$ cat config.mk
export PLATFORM = sky130hd
export DESIGN_NAME = mem_port_arbiter
export DESIGN_NICKNAME = d
export VERILOG_FILES = /design/src/rtl/mem_port_arbiter.sv
export SDC_FILE = /design/constraint.sdc
export NUM_CORES = 1
export LEC_CHECK = 0
export CORE_MARGIN = 4
export CORE_UTILIZATION = 40
export DETAILED_ROUTE_END_ITERATION = 16
export PLACE_DENSITY_LB_ADDON = 0.12
export SYNTH_ARGS = -nofsm -noshare
export SYNTH_HDL_FRONTEND = slang
export SYNTH_SLANG_ARGS = --single-unit
$ cat constraint.sdc
create_clock -name clk -period 5.6 [get_ports clk]
set_clock_uncertainty 0.2 [all_clocks]
set_input_delay 0.84 -clock clk [delete_from_list [all_inputs] [get_ports clk]]
set_output_delay 0.84 -clock clk [all_outputs]
set_load 0.01 [all_outputs]
$ cat src/rtl/mem_port_arbiter.sv
// ============================================================================
// Module   : mem_port_arbiter
// Purpose  : Single-port memory sequencer for fetch and load/store requesters
//            with timeout watchdog, fetch anti-starvation and core stall.
// Revision : 1.0 - initial release
// ============================================================================
`default_nettype none

module mem_port_arbiter #(
    parameter int AW         = 32,
    parameter int DW         = 32,
    parameter int TIMEOUT    = 16,
    parameter int MAX_STREAK = 4
) (
    input  logic          clk,
    input  logic          reset,
    input  logic          if_req,
    input  logic [AW-1:0] if_addr,
    output logic [DW-1:0] if_rdata,
    output logic          if_done,
    input  logic          d_req,
    input  logic          d_we,
    input  logic [AW-1:0] d_addr,
    input  logic [DW-1:0] d_wdata,
    output logic [DW-1:0] d_rdata,
    output logic          d_done,
    output logic          mem_req,
    output logic          mem_we,
    output logic [AW-1:0] mem_addr,
    output logic [DW-1:0] mem_wdata,
    input  logic [DW-1:0] mem_rdata,
    input  logic          mem_ready,
    output logic          err,
    output logic          bus_err,
    output logic          stall
);

    localparam int c_cnt_w    = $clog2(TIMEOUT + 1);
    localparam int c_streak_w = $clog2(MAX_STREAK + 1);
    localparam logic [c_cnt_w-1:0]    c_tmo_last   = c_cnt_w'(TIMEOUT - 1);
    localparam logic [c_streak_w-1:0] c_streak_max = c_streak_w'(MAX_STREAK);

    typedef enum logic [1:0] {
        IDLE   = 2'd0,
        IF_ACC = 2'd1,
        D_ACC  = 2'd2,
        RESP   = 2'd3
    } state_t;

    state_t                state_q, state_d;
    logic [c_cnt_w-1:0]    tcnt_q, tcnt_d;
    logic [c_streak_w-1:0] streak_q, streak_d;
    logic [AW-1:0]         addr_q, addr_d;
    logic                  we_q, we_d;
    logic [DW-1:0]         wdata_q, wdata_d;
    logic                  is_d_q, is_d_d;
    logic                  err_q, err_d;
    logic                  bus_err_q, bus_err_d;
    logic [DW-1:0]         if_rdata_q, if_rdata_d;
    logic [DW-1:0]         d_rdata_q, d_rdata_d;

    always_ff @(posedge clk) begin
        if (reset) begin
            state_q    <= IDLE;
            tcnt_q     <= '0;
            streak_q   <= '0;
            addr_q     <= '0;
            we_q       <= 1'b0;
            wdata_q    <= '0;
            is_d_q     <= 1'b0;
            err_q      <= 1'b0;
            bus_err_q  <= 1'b0;
            if_rdata_q <= '0;
            d_rdata_q  <= '0;
        end else begin
            state_q    <= state_d;
            tcnt_q     <= tcnt_d;
            streak_q   <= streak_d;
            addr_q     <= addr_d;
            we_q       <= we_d;
            wdata_q    <= wdata_d;
            is_d_q     <= is_d_d;
            err_q      <= err_d;
            bus_err_q  <= bus_err_d;
            if_rdata_q <= if_rdata_d;
            d_rdata_q  <= d_rdata_d;
        end
    end

    always_comb begin
        state_d    = state_q;
        tcnt_d     = tcnt_q;
        streak_d   = streak_q;
        addr_d     = addr_q;
        we_d       = we_q;
        wdata_d    = wdata_q;
        is_d_d     = is_d_q;
        err_d      = err_q;
        bus_err_d  = bus_err_q;
        if_rdata_d = if_rdata_q;
        d_rdata_d  = d_rdata_q;

        case (state_q)
            IDLE: begin
                tcnt_d = '0;
                // Data wins unless fetch has already waited out a full streak.
                if (d_req && !(if_req && (streak_q == c_streak_max))) begin
                    state_d = D_ACC;
                    addr_d  = d_addr;
                    we_d    = d_we;
                    wdata_d = d_wdata;
                    is_d_d  = 1'b1;
                    if (!if_req) begin
                        streak_d = '0;
                    end else if (streak_q != c_streak_max) begin
                        streak_d = streak_q + 1'b1;
                    end
                end else if (if_req) begin
                    state_d  = IF_ACC;
                    addr_d   = if_addr;
                    we_d     = 1'b0;
                    wdata_d  = '0;
                    is_d_d   = 1'b0;
                    streak_d = '0;
                end
            end
            IF_ACC, D_ACC: begin
                tcnt_d = tcnt_q + 1'b1;
                if (mem_ready) begin
                    state_d = RESP;
                    err_d   = 1'b0;
                    if (is_d_q) begin
                        d_rdata_d = we_q ? '0 : mem_rdata;
                    end else begin
                        if_rdata_d = mem_rdata;
                    end
                end else if (tcnt_q == c_tmo_last) begin
                    state_d   = RESP;
                    err_d     = 1'b1;
                    bus_err_d = 1'b1;
                    if (is_d_q) begin
                        d_rdata_d = '0;
                    end else begin
                        if_rdata_d = '0;
                    end
                end
            end
            RESP: begin
                state_d = IDLE;
                tcnt_d  = '0;
            end
            default: state_d = IDLE;
        endcase
    end

    assign mem_req   = (state_q == IF_ACC) || (state_q == D_ACC);
    assign mem_we    = we_q;
    assign mem_addr  = addr_q;
    assign mem_wdata = wdata_q;
    assign if_done   = (state_q == RESP) && !is_d_q;
    assign d_done    = (state_q == RESP) && is_d_q;
    assign err       = (state_q == RESP) && err_q;
    assign bus_err   = bus_err_q;
    assign if_rdata  = if_rdata_q;
    assign d_rdata   = d_rdata_q;
    assign stall     = (if_req && !if_done) || (d_req && !d_done);

endmodule

`default_nettype wire

==> impl_metrics.env, run 1 <==
# yosys + openroad results
export IMPL_reg2reg_depth=8
export IMPL_rsz0062_at_grt="false"
export IMPL_io_buffers=268
export IMPL_critPathMaxStageDelay_ps=620
export IMPL_syn_to_final_growth_pct=60.1
export IMPL_end_kind="output port"
export IMPL_tool_warnings=28
export IMPL_outcome="completed"
export IMPL_power_density_mw_per_mm2=400
export IMPL_drc_errors=0
export IMPL_reg2reg_from="tcnt_q[0]"
export IMPL_synth_edff_count=0
export IMPL_finalCritPeriodShare_pct=60.4
export IMPL_worstSetupPathType="in -> out"
export IMPL_ir_worst_vdd_v=0.000242
export IMPL_clock_sinks=142
export IMPL_max_slew_margin_pct=13.7
export IMPL_grt_ovfl_total=0
export IMPL_rrSetupSlack_ps=2930
export IMPL_max_cap_viol_count=0
export IMPL_tns_ps=0
export IMPL_yosysSeqAreaShare_pct=51.6
export IMPL_h_tree_depth=4
export IMPL_placedCellCount=1078
export IMPL_yosysWarnings=0
-- run 1: state kept, by name, indices dropped and copies added, names as in the netlist --
name,count
bus_err,1
mem_wdata,32
state_q,2
tcnt_q,5
mem_addr,32
mem_we,1
is_d_q,1
err_q,1
streak_q,3
if_rdata,32
d_rdata,32
-- run 1: cells by family after synthesis --
family	Yosys count	synth area share (%)
DFF	142	51.6
and+or+nand+nor	351	29.5
xor gates and xnor gates	2	0.318
adders and majority gates	6	1.36
muxes	2	0.363
AOI/OAI and AO/OA	113	10.9
buffers and inverters	74	5.95
-- run 1: how the worst max path moves through the flow --
| stage | end | startpoint | cells past startpoint | slack [ps] |
|---|---|---|---|---|
| floorplan | stall | if_req | 2 | 3440 |
| global placement | stall | d_req | 4 | 2210 |
| detailed placement | d_rdata[6] | mem_ready | 7 | 2180 |
| CTS | stall | d_req | 4 | 2190 |
| global route | stall | d_req | 4 | 2090 |
| finish | stall | d_req | 4 | 2220 |
-- run 1: worst register-to-register path: stages (launching register included) --
cell and delay [ps]:
dfxtp_1 360, ha_1 200, and3_1 170, ha_1 240, o21ai_2 100, nor2_2 680
buf_4 340, nand3_1 110, a21oi_1 190
-- run 1: layer usage --
metal,GRT usage [%],vias up,routed length (µm)
li1,-,2847,-
met1,26.8,2672,7390
met2,39.2,243,9000
met3,8.78,46,1660
met4,10.1,0,633
met5,0,-,0
-- run 1: area by class of cell --
type	instances	area [µm²]
fill	1114	4530
sequential	142	2840
timing repair buffer	277	2750
multi-input combinational	474	2370
clock buffer	21	470
tap	176	220
clock inverter	11	139
inverter	9	33.8
-- run 1: synth_stat cells (3+ instances only) --
cell      number  share of area [%]
nor2b_1        3               0.34
ha_1           6                1.4
inv_1          9               0.61
nor2_1        50                3.4
buf_2         34                3.1
nor3_1        65                5.9
a32oi_1        3               0.48
clkbuf_1      27                1.8
nor4_1        32                3.6
dfxtp_1      142                 52
and2_1         3               0.34
nand3_1       97                8.8
a211oi_1       3               0.41
a21oi_1       99                9.0
buf_1          3               0.20
nand2_1       97                6.6
-- run 1: where the power goes --
group | leakage (nW) | total (W) | switching, W | internal, W
sequential | 1.16 | 0.00124 | 0.0000797 | 0.00116
combinational | 1.61 | 0.00113 | 0.000631 | 0.000504
clock | 0.299 | 0.00115 | 0.000419 | 0.000732
total | 3.07 | 0.00352 | 0.00113 | 0.00240
-- run 1: through the flow --
step	worst slack, ps	area (µm²)
final	2220	8820
after global routing	2090	8820
after CTS	2190	8820
after detailed placement	2180	8210
after global placement	2210	8210
after floorplan	3440	5510
run_1/met1.png
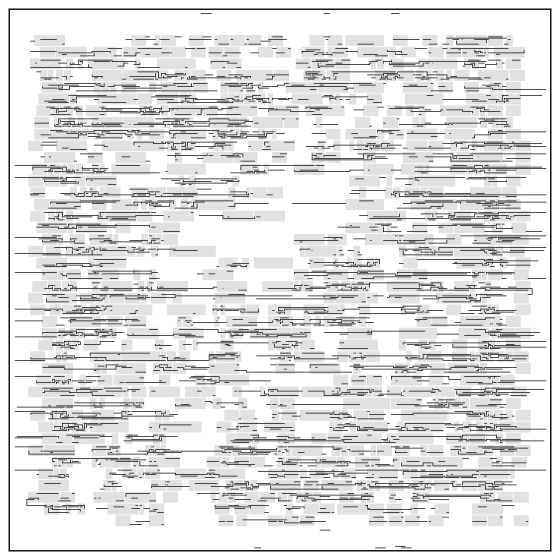
share of all routed wire: 40%
nets with wire on the layer: 943
wire length on this layer: 7,390 µm

run_1/density.png
Scale bar: 50 µm. 13 x 13 tiles, from dark blue (low) to red (high), 0 to 100% covered.
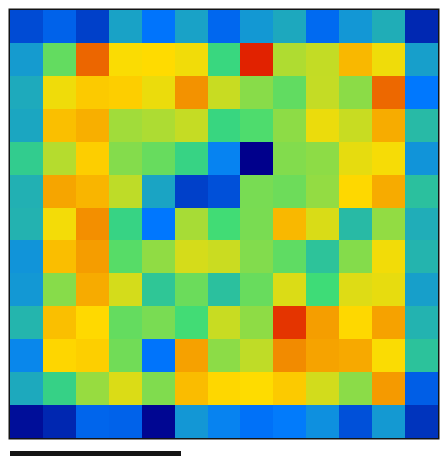
nearly empty tiles: 1.2%
mean over tiles: 55%
tiles over 75% full: 22%
fullest tile: 96%
core area: 0.0133 mm²
post-layout util: 66.1%
initial core utilization: 41.3%

run_1/met2.png
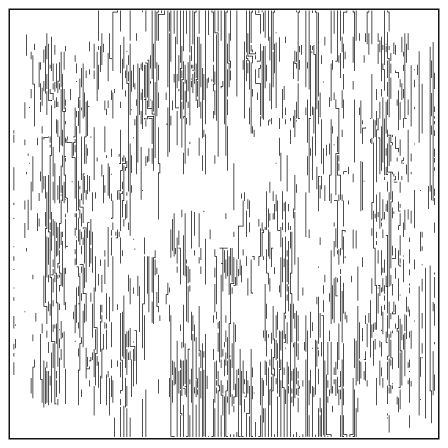
main direction: vertical
nets with wire on the layer: 882

run_1/final_congestion.png
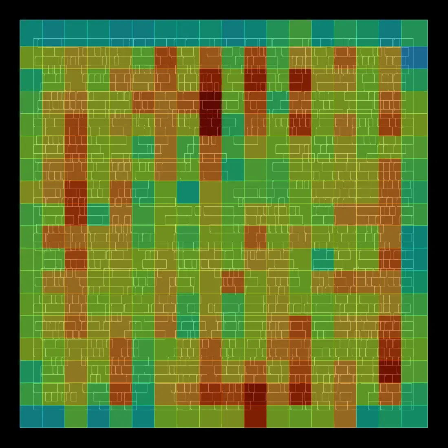

==> inputs of run 2 (changes only) <==
--- a/config.mk
+++ b/config.mk
@@ -6,7 +6,7 @@
 export NUM_CORES = 1
 export LEC_CHECK = 0
 export CORE_MARGIN = 4
-export CORE_UTILIZATION = 40
+export CORE_UTILIZATION = 37
 export DETAILED_ROUTE_END_ITERATION = 16
 export PLACE_DENSITY_LB_ADDON = 0.12
 export SYNTH_ARGS = -nofsm -noshare
==> constraint.sdc (replaced) <==
create_clock -name clk -period 3.1 [get_ports clk]
set_clock_uncertainty 0.2 [all_clocks]
set_input_delay 0.465 -clock clk [delete_from_list [all_inputs] [get_ports clk]]
set_output_delay 0.465 -clock clk [all_outputs]
set_load 0.01 [all_outputs]
run_2/final_congestion.png
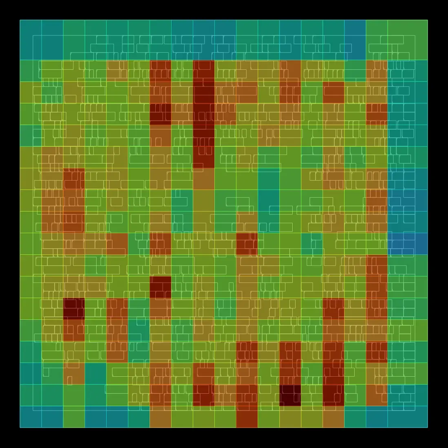
total track usage: 21.9%
WL per Instance: 17.1 µm
M1 GR Usage: 25.0%
M2 GR Usage: 36.2%
met3 usage: 9.37%

run_2/met4.png
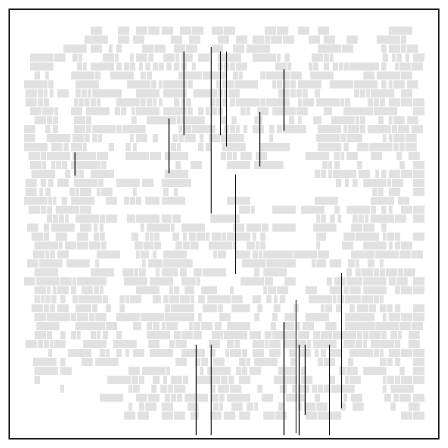
share of all routed wire: 2.4%
nets with wire on the layer: 15
main direction: vertical
Via Count: 5,854
final wirelength: 19,200 µm

==> run 2 against run 1 <==
Non-clock buffer count is 6 higher; combinational power is 89% higher; die area rose by 7.6%; utilization shrank 5.4 points; synthesized area did not move; worst setup slack lost 1700 ps; via count grew 0.79%; count of clock-buffer cells in the layout is 3 higher; critical endpoint unchanged; total power grew 76%; clock power grew about 60%; sequential share of layout area down 0.12 points.
==> impl_metrics.env, run 2 <==
# yosys + openroad results
export IMPL_drc_errors=0
export IMPL_power_density_mw_per_mm2=702
export IMPL_reg2reg_from="tcnt_q[0]"
export IMPL_dp_slack_ps=419
export IMPL_yosysMostFrequentCell="dfxtp_1"
export IMPL_yosys_area_top_type="dfxtp_1"
export IMPL_common_cells="dfxtp_1, a21oi_1, nand2_1, nand3_1, nor3_1"
export IMPL_clock_sinks=142
export IMPL_io_buffers=268
export IMPL_cellInternalPower_w=0.00418
export IMPL_p_sw_share_pct=32.8
export IMPL_worstSetupPathType="in -> out"
export IMPL_area_leaders="dfxtp_1, a21oi_1, nand3_1"
export IMPL_tns_ps=0
export IMPL_yosysWarnings=0
export IMPL_critPathMostFrequentCell="clkdlybuf4s50_1"
export IMPL_critPathMaxStageDelay_ps=620
export IMPL_fp_util_pct=37.8
export IMPL_p_sw_w=0.00204
export IMPL_grt_ovfl_total=0
export IMPL_outcome="completed"
export IMPL_finish_utilization_pct=60.7
export IMPL_syn_to_final_growth_pct=60.7
export IMPL_rsz0062_at_grt="false"
export IMPL_finalWorstSetupSlack_ps=486
export IMPL_synth_top_cell_area_share_pct=51.6
export IMPL_p_comb_share_pct=34.4
export IMPL_ir_worst_vdd_v=0.000367
export IMPL_core_mm2=0.0146
export IMPL_crit_start="d_req"
export IMPL_clockPowerShare_pct=29.6
export IMPL_synth_edff_count=0
export IMPL_nFillCells=1259
export IMPL_finalCritPeriodShare_pct=84.3
export IMPL_h_tree_depth=4
export IMPL_seqPwrFrac_pct=36.0
-- run 2: netlist changes by cell type in the layout (fill, tap and decap cells not counted) --
cell       previous run  this run
clkbuf_1              1         2
clkinv_2              5         4
clkinv_4              1         0
clkbuf_8              3         5
buf_12                0         4
buf_4                10        12
bufinv_16             3         0
-- run 2: cell families after synthesis --
kind of cell / count (synthesis) / synth area share (%)
muxes: 2 / 0.363
buffers and inverters: 74 / 5.95
DFF: 142 / 51.6
adders and majority gates: 6 / 1.36
AOI/OAI and AO/OA: 113 / 10.9
xor gates and xnor gates: 2 / 0.318
and+or+nand+nor: 351 / 29.5
-- run 2: power groups by stage --
| stage | registers (W) | clock network (W) | logic (W) |
|---|---|---|---|
| finish | 0.00224 | 0.00184 | 0.00214 |
| global route | 0.00227 | 0.00198 | 0.00232 |
| CTS | 0.00224 | 0.00189 | 0.00216 |
| detailed placement | 0.00228 | 0 | 0.00215 |
| global placement | 0.00226 | 0 | 0.00209 |
| floorplan | 0.00237 | 0 | 0.00101 |
-- run 2: cell type report --
class	instances	area, µm²	area share, %
multi-input cells	474	2370	26.7
clock buffers	24	502	5.67
inverters	9	33.8	0.382
clock inverters	6	35.0	0.396
repair buffers	283	2840	32.1
flip-flops and latches	142	2840	32.1
well taps	184	230	2.60
-- run 2: path summary, 6_finish.rpt --
check,to,slack (ps),cells past startpoint
setup / recovery,stall,490,4
hold / removal,if_rdata[7],250,2
setup reg to reg,d_rdata[2],720,7
hold reg to reg,if_rdata[7],250,2
-- run 2: worst register-to-register path, stage by stage (launching register included) --
cell     delay (ps)
dfxtp_1         330
ha_1            230
and3_1          190
ha_1            230
o21ai_2         230
or2_2           600
nand2_1         150
a21oi_1         160
-- run 2: metrics by stage --
step / cells / hold slack [ps] / area (µm²) / total power, W
detailed placement: 1092 / 240 / 8320 / 0.00443
global placement: 1092 / 228 / 8320 / 0.00435
global route: 1122 / 264 / 8850 / 0.00657
floorplan: 690 / 218 / 5510 / 0.00339
CTS: 1122 / 250 / 8850 / 0.00628
finish: 1122 / 247 / 8850 / 0.00622
-- run 2: layer usage --
metal  vias up  track usage, %  wire length (µm)  share of wire [%]
met4         0            8.50               461                2.4
met1      2757            25.0              7600                 40
li1       2853               -                 -                  -
met3        37            9.37              1830                9.5
met2       207            36.2              9270                 48
met5         -               0                 0                  0
run_2/met1.png
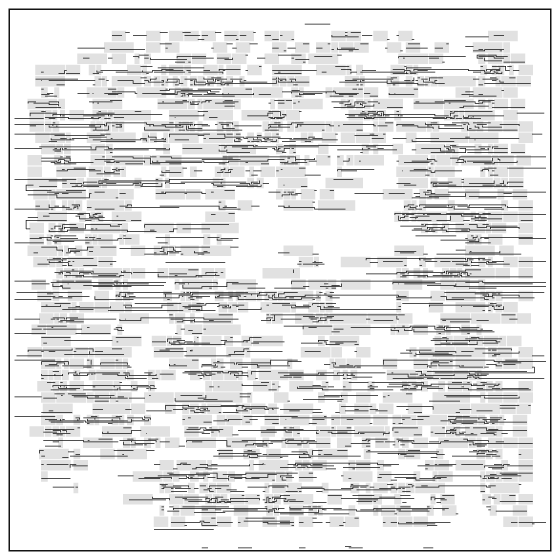

==> inputs of run 3 (changes only) <==
==> constraint.sdc (replaced) <==
create_clock -name clk -period 2.3 [get_ports clk]
set_clock_uncertainty 0.2 [all_clocks]
set_input_delay 0.345 -clock clk [delete_from_list [all_inputs] [get_ports clk]]
set_output_delay 0.345 -clock clk [all_outputs]
set_load 0.01 [all_outputs]
run_3/met1.png
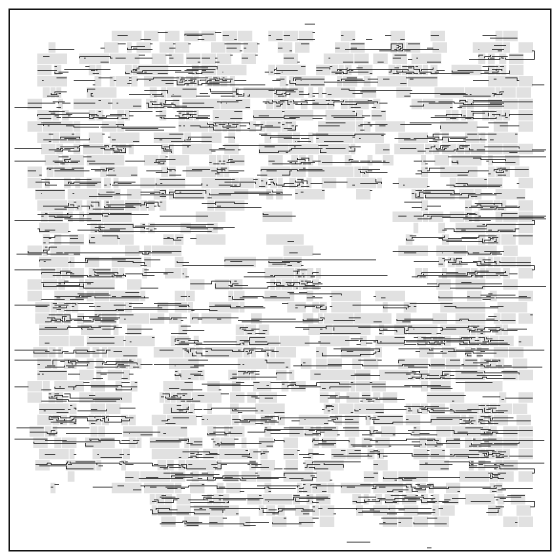
nets with wire on the layer: 905
wire length on this layer: 7,240 µm

==> run 3 against run 2 <==
Global-route usage rose by 0.25 points; critical path type is now reg -> out; cell area increased by 2.4%; synthesized area is the same; clock power increased by 53%; utilization rose by 1.4 points; register-to-register slack lost 510 ps; via count is 1.1% higher; cell count grew 0.80%; first-iteration DRC count shrank 22%.
==> impl_metrics.env, run 3 <==
# yosys + openroad results
export IMPL_outcome="completed"
export IMPL_seqPwrFrac_pct=34.3
export IMPL_area_leaders="dfxtp_1, a21oi_1, nand3_1"
export IMPL_clock_sinks=142
export IMPL_yosysMostFrequentCell="dfxtp_1"
export IMPL_rrSetupSlack_ps=210
export IMPL_synth_edff_count=0
export IMPL_clockPowerShare_pct=32.0
export IMPL_io_buffers=268
export IMPL_final_area_mm2=0.00907
export IMPL_dpl_cell_area_mm2=0.00845
export IMPL_syn_to_final_growth_pct=64.5
export IMPL_power_density_mw_per_mm2=971
export IMPL_wl_met2_um=9390
export IMPL_common_cells="dfxtp_1, a21oi_1, nand2_1, nand3_1, nor3_1"
export IMPL_max_cap_viol_count=0
export IMPL_ir_worst_vdd_v=0.000536
export IMPL_drc_errors=0
export IMPL_yosysSeqAreaShare_pct=51.6
export IMPL_max_slew_margin_pct=67.2
export IMPL_tool_warnings=28
export IMPL_grt_usage_pct=22.1
export IMPL_finalCritPeriodShare_pct=96.4
export IMPL_yosysWarnings=0
export IMPL_h_tree_depth=4
export IMPL_critPathMaxStageDelay_ps=560
export IMPL_reg2reg_depth=9
export IMPL_highest_layer="met4"
export IMPL_reg2reg_from="tcnt_q[0]"
export IMPL_end_kind="output port"
export IMPL_synth_top_cell_area_share_pct=51.6
export IMPL_r2r_end="if_rdata[9]"
export IMPL_core_mm2=0.0146
export IMPL_whs_path_depth=2
export IMPL_grt_ovfl_total=0
export IMPL_cellInternalPower_w=0.00603
export IMPL_cts_path_max_buffers=2
export IMPL_fp_util_pct=37.8
export IMPL_yosys_area_top_type="dfxtp_1"
export IMPL_wl_per_cell_um=16.9
run_3/met2.png
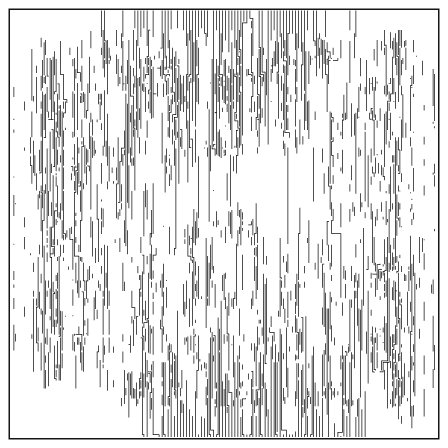
share of all routed wire: 49%
main direction: vertical
final wirelength: 19,100 µm
M2 GR Usage: 37.2%
Via Count: 5,917

==> run 3: cell counts after synthesis <==
No cell type changed its count.
==> run 3: worst max-delay path, delay by kind of cell, from the launching register on <==
| family | cells | cell delay, ps |
|---|---|---|
| buffers and inverters | 1 | 560 |
| flip-flops | 1 | 350 |
| adder cells (fa/ha/maj) | 1 | 210 |
| AND/OR/NAND/NOR | 1 | 130 |
==> run 3: layout make-up <==
class	instances	area, µm²	area share (%)
clock buffers	26	499	5.51
clock inverters	5	104	1.15
multi-input cells	474	2370	26.2
inverters	9	33.8	0.373
well taps	184	230	2.54
repair buffers	291	2980	32.9
flip-flops and latches	142	2840	31.4
==> run 3: per-stage QoR <==
| step | hold slack (ps) | setup slack [ps] | util (%) | cells | power (W) |
|---|---|---|---|---|---|
| 2_1_floorplan | 218 | 368 | - | 690 | 0.00457 |
| 3_3_place_gp | 229 | 37.0 | 57.9 | 1100 | 0.00595 |
| 5_1_grt | 181 | 1.84 | 62.1 | 1131 | 0.00930 |
| 6_report | 173 | 82.1 | 62.1 | 1131 | 0.00880 |
| 3_5_place_dp | 244 | 25.4 | 57.9 | 1100 | 0.00605 |
| 4_1_cts | 155 | 26.0 | 62.1 | 1131 | 0.00888 |
==> run 3: timing repair <==
| action | in CTS | in global routing |
|---|---|---|
| setup buffers | 0 | 0 |
| endpoints found under the setup margin | 2 | 38 |
| resized | 3 | 4 |
| hold buffers | 0 | 0 |
| endpoints found under the hold margin | 0 | 0 |
==> run 3: worst max-delay path by stage <==
stage               startpoint           to  cells after the start  slack, ps
floorplan            tcnt_q[0]  d_rdata[30]                      9        370
global placement        if_req        stall                      4         40
detailed placement      if_req        stall                      4         30
CTS                 state_q[0]      if_done                      3         30
global route        state_q[0]          err                      3          2
finish              state_q[0]          err                      3         80
==> run 3: cell families (layout without fill, tap and decap cells) <==
logic type	after synthesis	after routing	synth area share (%)
mux	2	2	0.363
simple gates	351	351	29.5
flops	142	142	51.6
xor+xnor	2	2	0.318
compound gates	113	113	10.9
fa+ha+maj	6	6	1.36
buf+inv	74	331	5.95
==> run 3: power by group through the flow <==
stage | logic, W | registers (W) | clock network [W]
floorplan | 0.00137 | 0.00320 | 0
global placement | 0.00290 | 0.00305 | 0
detailed placement | 0.00298 | 0.00307 | 0
CTS | 0.00298 | 0.00302 | 0.00288
global route | 0.00325 | 0.00306 | 0.00299
finish | 0.00296 | 0.00302 | 0.00282
==> run 3: routing by layer <==
layer  vias to the layer above  track usage (%)
li1                       2876                -
met1                      2763             24.5
met2                       240             37.2
met3                        38             10.0
met4                         0             8.50
met5                         -                0
Power and IR drop assume default switching activity.
